**Run 1: signal wires on met1**

Drawn at 4 px/µm. Supply wires on this layer in gray.
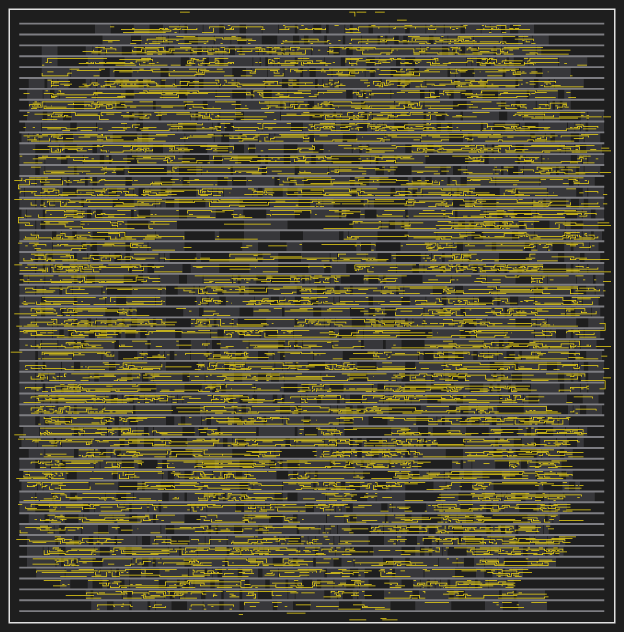
**Run 1: cell density map**

Drawn at 2 px/µm. 15 x 15 tiles, from dark blue (low) to red (high), 0 to 100% covered.
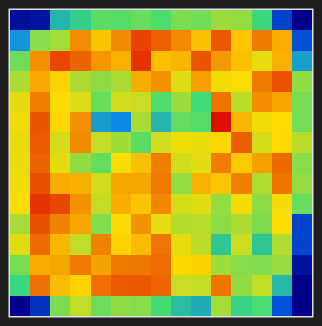
**Run 1: wires at chosen ports, followed through buffers**

Drawn at 2 px/µm.
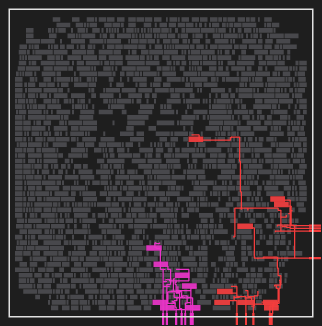
$ cat config.mk
export PLATFORM = sky130hd
export DESIGN_NAME = mem_sched_ctrl
export DESIGN_NICKNAME = d
export VERILOG_FILES = /design/src/rtl/mem_sched_ctrl.sv
export SDC_FILE = /design/constraint.sdc
export NUM_CORES = 1
export LEC_CHECK = 0
export CORE_AREA = 2 2 149 151
export CTS_CLUSTER_SIZE = 25
export DETAILED_ROUTE_END_ITERATION = 10
export DIE_AREA = 0 0 151 153
export DONT_BUFFER_PORTS = 1
export GPL_TIMING_DRIVEN = 0
export PLACE_DENSITY = 0.75
export SLEW_MARGIN = 40
export SYNTH_ARGS = -nofsm -noshare
export SYNTH_HDL_FRONTEND = slang
export SYNTH_SLANG_ARGS = --single-unit
export TNS_END_PERCENT = 50
$ cat constraint.sdc
create_clock -name clk -period 3.9 [get_ports clk]
set_clock_uncertainty 0.1 [all_clocks]
set_input_delay 0.78 -clock clk [delete_from_list [all_inputs] [get_ports clk]]
set_output_delay 0.78 -clock clk [all_outputs]
set_load 0.05 [all_outputs]
$ cat src/rtl/mem_sched_ctrl.sv
// mem_sched_ctrl
// Memory-bank controller for the non-power-of-two NTT datapath. One start pulse
// runs PASSES passes of DEPTH steps each. Every step produces a common row index,
// a read/write crossbar shift pair and a per-bank write-enable mask. A stall input
// holds the current step. A one-cycle done pulse closes the transform.
module mem_sched_ctrl #(
  parameter int N_BANKS = 257,
  parameter int DEPTH   = 85,
  parameter int STRIDE  = 85,
  parameter int PASSES  = 3,
  parameter int SW      = 9,
  parameter int AW      = 7,
  parameter int PW      = 2
) (
  input  logic               clk,
  input  logic               reset,
  input  logic               clear,
  input  logic               start,
  input  logic               stall,
  output logic               busy,
  output logic               done,
  output logic               step_en,
  output logic [PW-1:0]      stage,
  output logic               mode,
  output logic [AW-1:0]      row,
  output logic [SW-1:0]      cs1_shift,
  output logic [SW-1:0]      cs2_shift,
  output logic [N_BANKS-1:0] we
);

  typedef enum logic [1:0] {
    ST_IDLE = 2'd0,
    ST_RUN  = 2'd1,
    ST_DONE = 2'd2
  } state_t;

  // Shift arithmetic runs on SW+1 bits, so a sum of two in-range operands
  // (each below N_BANKS) never overflows before it is folded back.
  localparam logic [SW:0]        N_EXT      = (SW+1)'(N_BANKS);
  localparam logic [SW:0]        STRIDE_EXT = (SW+1)'(STRIDE);
  localparam logic [SW:0]        ONE_EXT    = (SW+1)'(1);
  localparam logic [AW-1:0]      LAST_ROW   = AW'(DEPTH-1);
  localparam logic [AW-1:0]      ROW_ONE    = AW'(1);
  localparam logic [PW-1:0]      LAST_STAGE = PW'(PASSES-1);
  localparam logic [PW-1:0]      STAGE_ONE  = PW'(1);
  localparam logic [N_BANKS-1:0] WE_INIT    = {{(N_BANKS-STRIDE){1'b0}}, {STRIDE{1'b1}}};
  localparam logic [N_BANKS-1:0] WE_ALL     = {N_BANKS{1'b1}};
  localparam logic [N_BANKS-1:0] WE_NONE    = {N_BANKS{1'b0}};
  localparam logic [SW-1:0]      SHIFT_ZERO = {SW{1'b0}};
  localparam logic [AW-1:0]      ROW_ZERO   = {AW{1'b0}};
  localparam logic [PW-1:0]      STAGE_ZERO = {PW{1'b0}};

  // (a + STRIDE) mod N_BANKS for a in [0, N_BANKS-1]
  function automatic logic [SW-1:0] mod_add_stride(input logic [SW-1:0] a);
    logic [SW:0] sum_v;
    sum_v = {1'b0, a} + STRIDE_EXT;
    if (sum_v >= N_EXT) begin
      sum_v = sum_v - N_EXT;
    end else begin
      sum_v = sum_v;
    end
    return sum_v[SW-1:0];
  endfunction

  // (a - 1) mod N_BANKS, computed as a + N_BANKS - 1 to stay non-negative
  function automatic logic [SW-1:0] mod_dec(input logic [SW-1:0] a);
    logic [SW:0] sum_v;
    sum_v = {1'b0, a} + N_EXT - ONE_EXT;
    if (sum_v >= N_EXT) begin
      sum_v = sum_v - N_EXT;
    end else begin
      sum_v = sum_v;
    end
    return sum_v[SW-1:0];
  endfunction

  // (-a) mod N_BANKS; zero maps to zero rather than N_BANKS
  function automatic logic [SW-1:0] mod_neg(input logic [SW-1:0] a);
    logic [SW:0] diff_v;
    if (a == SHIFT_ZERO) begin
      diff_v = {(SW+1){1'b0}};
    end else begin
      diff_v = N_EXT - {1'b0, a};
    end
    return diff_v[SW-1:0];
  endfunction

  // Rotate mask left by STRIDE: bit i moves to (i + STRIDE) mod N_BANKS
  function automatic logic [N_BANKS-1:0] rot_stride(input logic [N_BANKS-1:0] w);
    return {w[N_BANKS-STRIDE-1:0], w[N_BANKS-1:N_BANKS-STRIDE]};
  endfunction

  state_t               state_r;
  state_t               state_nxt_s;
  logic [PW-1:0]        stage_r;
  logic [PW-1:0]        stage_nxt_s;
  logic [AW-1:0]        row_r;
  logic [AW-1:0]        row_nxt_s;
  logic [SW-1:0]        cs1_r;
  logic [SW-1:0]        cs1_nxt_s;
  logic [SW-1:0]        cs2_r;
  logic [SW-1:0]        cs2_nxt_s;
  logic [N_BANKS-1:0]   we_r;
  logic [N_BANKS-1:0]   we_nxt_s;
  logic [N_BANKS-1:0]   we_out_s;
  logic [SW-1:0]        shift_step_s;
  logic                 step_en_s;
  logic                 mode_s;

  assign step_en_s    = (state_r == ST_RUN) && !stall;
  assign mode_s       = (stage_r != STAGE_ZERO);
  assign shift_step_s = mode_s ? mod_add_stride(cs2_r) : mod_dec(cs2_r);

  // State register; reset and clear both force IDLE
  always_ff @(posedge clk) begin
    if (reset || clear) begin
      state_r <= ST_IDLE;
    end else begin
      state_r <= state_nxt_s;
    end
  end

  // Next-state and next-datapath decode; everything holds unless a step or start occurs
  always_comb begin
    state_nxt_s = state_r;
    stage_nxt_s = stage_r;
    row_nxt_s   = row_r;
    cs1_nxt_s   = cs1_r;
    cs2_nxt_s   = cs2_r;
    we_nxt_s    = we_r;
    case (state_r)
      ST_IDLE: begin
        if (start) begin
          state_nxt_s = ST_RUN;
          stage_nxt_s = STAGE_ZERO;
          row_nxt_s   = ROW_ZERO;
          cs1_nxt_s   = SHIFT_ZERO;
          cs2_nxt_s   = SHIFT_ZERO;
          we_nxt_s    = WE_INIT;
        end else begin
          state_nxt_s = ST_IDLE;
        end
      end
      ST_RUN: begin
        if (step_en_s) begin
          if (row_r == LAST_ROW) begin
            if (stage_r == LAST_STAGE) begin
              // final step of the final pass: datapath holds, go report completion
              state_nxt_s = ST_DONE;
            end else begin
              // pass boundary: reload the pass-start values with no bubble
              stage_nxt_s = stage_r + STAGE_ONE;
              row_nxt_s   = ROW_ZERO;
              cs1_nxt_s   = SHIFT_ZERO;
              cs2_nxt_s   = SHIFT_ZERO;
              we_nxt_s    = WE_INIT;
            end
          end else begin
            row_nxt_s = row_r + ROW_ONE;
            cs2_nxt_s = shift_step_s;
            cs1_nxt_s = mod_neg(shift_step_s);
            we_nxt_s  = rot_stride(we_r);
          end
        end else begin
          state_nxt_s = ST_RUN;
        end
      end
      ST_DONE: begin
        state_nxt_s = ST_IDLE;
      end
      default: begin
        state_nxt_s = ST_IDLE;
      end
    endcase
  end

  // Datapath registers; cleared alongside the state so an abort leaves reset values
  always_ff @(posedge clk) begin
    if (reset || clear) begin
      stage_r <= STAGE_ZERO;
      row_r   <= ROW_ZERO;
      cs1_r   <= SHIFT_ZERO;
      cs2_r   <= SHIFT_ZERO;
      we_r    <= WE_NONE;
    end else begin
      stage_r <= stage_nxt_s;
      row_r   <= row_nxt_s;
      cs1_r   <= cs1_nxt_s;
      cs2_r   <= cs2_nxt_s;
      we_r    <= we_nxt_s;
    end
  end

  // Write-enable view: every bank writes in pass 0, the rotating window afterwards, none outside RUN
  always_comb begin
    we_out_s = WE_NONE;
    if (state_r == ST_RUN) begin
      if (mode_s) begin
        we_out_s = we_r;
      end else begin
        we_out_s = WE_ALL;
      end
    end else begin
      we_out_s = WE_NONE;
    end
  end

  assign busy      = (state_r == ST_RUN);
  assign done      = (state_r == ST_DONE);
  assign step_en   = step_en_s;
  assign stage     = stage_r;
  assign mode      = mode_s;
  assign row       = row_r;
  assign cs1_shift = cs1_r;
  assign cs2_shift = cs2_r;
  assign we        = we_out_s;

endmodule

==> Flow_metrics.wiki, run 1 <==
=== Synthesis and place and route ===
{| class="wikitable"
! Metric !! Value
|-
| Fp_density || 0.590
|-
| TritonCTS sink count || 286
|-
| Hold path depth || 1
|-
| Fraction of synthesized cell area taken by the top area cell type || 0.451
|-
| Die width || 151 µm
|-
| Final worst-path setup slack || 0.0773 ns
|-
| Status || finished, final reports clean
|-
| Total overflow reported by the global router || 0
|-
| RSZ-0062 raised after global routing || false
|-
| First-pass GRT wire length || 67.4 mm
|-
| Place WS || -0.591 ns
|-
| Flop-to-flop setup slack || 0.13 ns
|-
| Class of the most critical setup path || reg -> out
|-
| Transition time at the pin with the least slew margin || 0.852 ns
|-
| Max rail drop VDD || 0.354 mV
|-
| R2R Path End || cs1_shift[7]
|-
| Via count of the routed design || 12590
|-
| Leading cell types by count after synthesis || sky130_fd_sc_hd__nor2_1 (726), sky130_fd_sc_hd__dfxtp_1 (286), sky130_fd_sc_hd__a22oi_1 (180)
|-
| Post-Synthesis Net Count || 1647
|-
| Pwr Density || 435 mW/mm²
|-
| H-tree depth || 1
|-
| Top cells by area || sky130_fd_sc_hd__dfxtp_1 (45%), sky130_fd_sc_hd__nor2_1 (21%), sky130_fd_sc_hd__a22oi_1 (11%)
|-
| Min-Delay Path Class || in -> reg
|-
| Critical R2R Launch || cs2_shift[2]
|-
| Via-to-Cell Ratio || 6.42
|-
| Synthesized registers || 286
|-
| Total detailed-routing wirelength || 43.6 mm
|-
| Total number of nets in the final design || 1676
|-
| Average size of a mapped cell || 7.78 µm²
|-
| Synth Seq Share || 0.451
|-
| Arrival time of the worst setup path || 2.94 ns
|-
| Fraction of layout instances using a drive strength above 1 || 0.288
|-
| Number of synthesized flops with an enable pin || 0
|-
| Number of buffers added by the clock tree synthesis step || 29
|-
| DRT Pass-1 Iters || 5
|-
| Overall track demand over capacity in global routing || 0.367
|-
| Mapped Area || 0.0127 mm²
|-
| Starting DRT DRC Count || 1184
|-
| Post-Syn Instances || 1630
|}
About 'signal wires on met1':
The layer carries 16600 µm of wire. The wires run mostly horizontal. 1513 nets have wire on it.

About 'cell density map':
The mean over all tiles is 68%. The fullest tile reaches 98%. The emptiest ninth of the die: bottom right.

About 'wires at chosen ports, followed through buffers':
Key: red = `cs2_shift` [bits 9, direction output, end cells 9, buffers 0, wire 421 µm]; magenta = `row` [bits 7, direction output, end cells 7, buffers 0, wire 242 µm]
num ports: 293
number of port buffers: 0

run 1: state kept, by name (all words and copies together), names as in the netlist:
| register | flops |
|---|---|
| cs2_shift | 9 |
| cs1_shift | 9 |
| state_r | 2 |
| row | 7 |
| stage | 2 |
| we_r | 257 |
run 1: cells in the final DEF (no fill, tap or decap), types with 9 or more instances in the layout:
master,n
sky130_fd_sc_hd__nor2_1,467
sky130_fd_sc_hd__dfxtp_1,280
sky130_fd_sc_hd__nor2_4,230
sky130_fd_sc_hd__a22oi_1,180
sky130_fd_sc_hd__clkbuf_1,90
sky130_fd_sc_hd__o221a_2,85
sky130_fd_sc_hd__clkbuf_2,50
sky130_fd_sc_hd__nor2_2,29
sky130_fd_sc_hd__clkbuf_16,29
sky130_fd_sc_hd__nand2_1,26
sky130_fd_sc_hd__a21oi_1,16
sky130_fd_sc_hd__inv_1,12
sky130_fd_sc_hd__buf_2,12
sky130_fd_sc_hd__ha_1,12
sky130_fd_sc_hd__clkbuf_8,9
run 1: routing by layer:
layer  up-vias  global-route usage  share of wire
met5         -                   0              0
met3       122              0.0994           0.11
li1       5696                   -              -
met1      6069               0.468           0.38
met4         0               0.154          0.043
met2       703               0.585           0.47
run 1: metrics by stage:
stage                     utilization  hold WS [ns]  area (µm²)  std cells
after global routing            0.744         0.210       16000       1961
after CTS                       0.741         0.201       15900       1963
after global placement          0.607         0.366       13000       1910
final                           0.744         0.214       16000       1961
after detailed placement        0.616         0.376       13200       1910
after floorplan                     -         0.344       12700       1630
run 1: power by group:
| group | total (W) | internal, W | switching (W) |
|---|---|---|---|
| combinational | 0.00102 | 0.000200 | 0.000822 |
| clock | 0.00291 | 0.00174 | 0.00117 |
| sequential | 0.00302 | 0.00297 | 0.0000515 |
| total | 0.00695 | 0.00491 | 0.00204 |
run 1: worst max-delay path: stages, from the launching register on:
cell and delay, ns:
sky130_fd_sc_hd__dfxtp_1 0.39, sky130_fd_sc_hd__nand2b_1 0.60, sky130_fd_sc_hd__clkbuf_2 0.60, sky130_fd_sc_hd__clkbuf_2 0.59, sky130_fd_sc_hd__nor2_4 0.21
run 1: cells by family after synthesis:
group,synth area share
AOI/OAI and AO/OA,0.224
xor gates and xnor gates,0.00967
adders and majority gates,0.0118
buffers and inverters,0.0519
DFF,0.451
muxes,0.00237
and+or+nand+nor,0.249
run 1: how the worst max path moves through the flow:
stage | from | to | slack, ns
detailed placement | stage[0] | we[207] | -0.59
global placement | stage[0] | we[81] | -0.78
finish | state_r[1] | we[81] | 0.08
global route | cs2_shift[2] | cs1_shift[7] | 0.005
CTS | cs2_shift[2] | cs1_shift[7] | -0.04
floorplan | cs2_shift[2] | cs1_shift[7] | 0.18
run 1: cell type report:
type                            count  area, µm²
Sequential cell                   286       5740
Inverter                           12       45.0
Clock inverter                      9        130
Timing Repair Buffer                1       7.51
Tap cell                          280        350
Multi-Input combinational cell   1171       8160
Buffer                            158        686
Clock buffer                       44        872
Fill cell                        1549       5500
run 1: repair_timing:
item	CTS	global route
buffers inserted	0	1
endpoints found under the setup margin	278	391
endpoints found under the hold margin	0	0
gates resized	465	27
pin swaps	0	1
**Run 1: cells by drive strength**

Drawn at 2 px/µm.
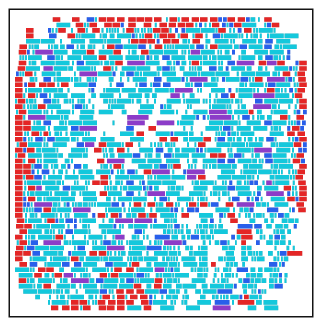

--- run 2 (diff from run 1) ---
--- a/config.mk
+++ b/config.mk
@@ -5,13 +5,12 @@
 export SDC_FILE = /design/constraint.sdc
 export NUM_CORES = 1
 export LEC_CHECK = 0
-export CORE_AREA = 2 2 149 151
+export CORE_AREA = 2 2 209 211
 export CTS_CLUSTER_SIZE = 25
 export DETAILED_ROUTE_END_ITERATION = 10
-export DIE_AREA = 0 0 151 153
+export DIE_AREA = 0 0 211 213
 export DONT_BUFFER_PORTS = 1
 export GPL_TIMING_DRIVEN = 0
-export PLACE_DENSITY = 0.75
 export SLEW_MARGIN = 40
 export SYNTH_ARGS = -nofsm -noshare
 export SYNTH_HDL_FRONTEND = slang
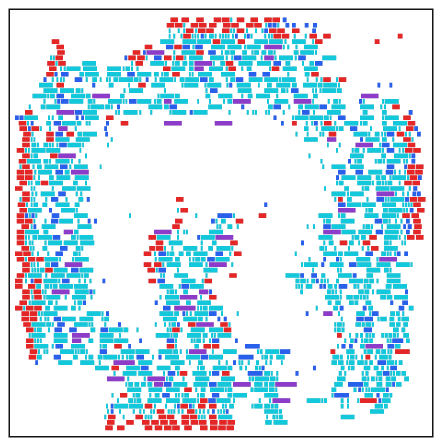
**Above:** run 2 (cells by drive strength).
Drawn at 2 px/µm.
Key: red = drive 3 to 4 [cells 240, most used nor2_4]; cyan = drive 1 or less [cells 1178, most used nor2_1]; purple = drive 6 and up [cells 44, most used clkbuf_16]; blue = drive 2 [cells 223, most used o221a_2]

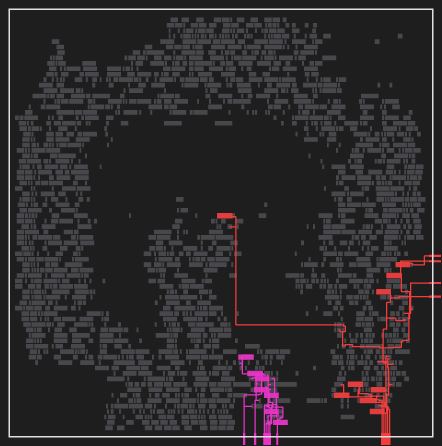
**Above:** run 2 (wires at chosen ports, followed through buffers).
Drawn at 2 px/µm.
Key: magenta = `row` [bits 7, direction output, end cells 7, buffers 0, wire 274 µm]; red = `cs2_shift` [bits 9, direction output, end cells 9, buffers 0, wire 564 µm]

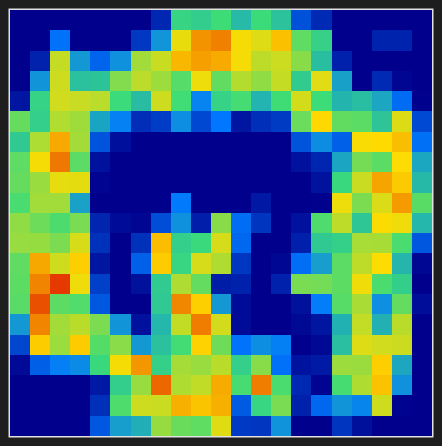
**Above:** run 2 (cell density map).
Drawn at 2 px/µm. 21 x 21 tiles, from dark blue (low) to red (high), 0 to 100% covered.
26% of the tiles are nearly empty. The fullest tile reaches 94%. The emptiest ninth of the die: middle.

==> Flow_metrics.wiki, run 2 <==
=== Synthesis and place and route ===
{| class="wikitable"
! Metric !! Value
|-
| Synth Seq Share || 0.451 (unchanged)
|-
| Synthesized registers || 286 (unchanged)
|-
| Min-Delay Path Class || in -> reg (unchanged)
|-
| Flop-to-flop setup slack || 0.15 ns (was 0.13 ns)
|-
| Slowest cell on the critical path || sky130_fd_sc_hd__dfxtp_1 (was sky130_fd_sc_hd__nand2b_1)
|-
| Num ports || 293 (unchanged)
|-
| Core Util, Final || 0.384 (was 0.744)
|-
| Total instance count after detailed placement || 2176 (was 1910)
|-
| Family with the most delay on the worst path || buffers and inverters (unchanged)
|-
| Status || finished, final reports clean (unchanged)
|-
| Most instantiated logic cell after routing || sky130_fd_sc_hd__nor2_1 (unchanged)
|-
| Via-to-Cell Ratio || 5.56 (was 6.42)
|-
| Number of buffers added by the clock tree synthesis step || 31 (was 29)
|-
| Arrival time of the worst setup path || 2.96 ns (was 2.94 ns)
|-
| Post-Syn Instances || 1630 (unchanged)
|-
| Top cells by area || sky130_fd_sc_hd__dfxtp_1 (45%), sky130_fd_sc_hd__nor2_1 (21%), sky130_fd_sc_hd__a22oi_1 (11%) (unchanged)
|-
| DRT Pass-1 Iters || 6 (was 5)
|-
| Fraction of layout instances using a drive strength above 1 || 0.301 (was 0.288)
|-
| Via count of the routed design || 12407 (was 12590)
|-
| Class of the most critical setup path || reg -> out (unchanged)
|-
| Final instance count without filler cells || 2231 (was 1961)
|-
| Top logic cells by instance count in the layout || sky130_fd_sc_hd__nor2_1 (466), sky130_fd_sc_hd__dfxtp_1 (279), sky130_fd_sc_hd__nor2_4 (230), sky130_fd_sc_hd__a22oi_1 (180), sky130_fd_sc_hd__o221a_2 (85) (was sky130_fd_sc_hd__nor2_1 (467), sky130_fd_sc_hd__dfxtp_1 (280), sky130_fd_sc_hd__nor2_4 (230), sky130_fd_sc_hd__a22oi_1 (180), sky130_fd_sc_hd__clkbuf_1 (90))
|-
| Register bank with the most flops || we_r (unchanged)
|-
| Buffers plus inverters on the worst setup path || 4 (was 2)
|-
| Critical R2R Launch || cs2_shift[2] (unchanged)
|-
| Fraction of synthesized cell area taken by the top area cell type || 0.451 (unchanged)
|-
| Total detailed-routing wirelength || 50.1 mm (was 43.6 mm)
|}
## run 2: netlist changes by cell type in the layout (fill, tap and decap cells not counted), moves of 2 or more
cell and delta:
sky130_fd_sc_hd__clkbuf_1 -16, sky130_fd_sc_hd__inv_6 -2, sky130_fd_sc_hd__clkinv_2 +5, sky130_fd_sc_hd__clkbuf_16 +2, sky130_fd_sc_hd__clkbuf_2 +12
## run 2: logic make-up after synthesis
| family | synth area share |
|---|---|
| adder cells (fa/ha/maj) | 0.0118 |
| XOR/XNOR | 0.00967 |
| AND-OR/OR-AND | 0.224 |
| multiplexers | 0.00237 |
| buffers and inverters | 0.0519 |
| AND/OR/NAND/NOR | 0.249 |
| flip-flops | 0.451 |
## run 2: what timing repair did
action,4_1_cts,5_1_grt
gates resized,463,40
hold buffers,0,0
pin swaps,2,2
setup endpoints to repair,338,259
## run 2: path summary, 6_finish.rpt
| path | endpoint | cells past startpoint |
|---|---|---|
| max reg2reg | cs1_shift[7] | 12 |
| min | state_r[1] | 1 |
| max | we[106] | 7 |
| min reg2reg | state_r[0] | 1 |
## run 2: area by class of cell
| cell class | instances | area (µm²) |
|---|---|---|
| clock inverter | 15 | 165 |
| sequential | 286 | 5740 |
| inverter | 12 | 45.0 |
| tap | 546 | 683 |
| clock buffer | 41 | 883 |
| buffer | 160 | 733 |
| fill | 4287 | 26300 |
| multi-input combinational | 1171 | 8140 |
## run 2: routing by layer
| layer | up-vias | part of all wire | global-route usage |
|---|---|---|---|
| met5 | - | 0 | 0 |
| met4 | 0 | 0.034 | 0.0794 |
| met3 | 94 | 0.081 | 0.0513 |
| met2 | 531 | 0.46 | 0.351 |
| met1 | 6083 | 0.42 | 0.280 |
| li1 | 5699 | - | - |
## run 2: metrics by stage
step                setup WS [ns]  power (W)
floorplan                   0.185    0.00380
CTS                        0.0106    0.00716
finish                     0.0588    0.00713
detailed placement         -0.728    0.00400
global route              -0.0658    0.00733
global placement            -1.31    0.00398
## run 2: power by group
part / switching, W / internal, W / total (W)
Clock: 0.00127 / 0.00179 / 0.00305
Sequential: 0.0000524 / 0.00297 / 0.00302
Combinational: 0.000842 / 0.000204 / 0.00105
Total: 0.00216 / 0.00496 / 0.00713
No activity file was given, so power comes from the tool's default toggle rates.
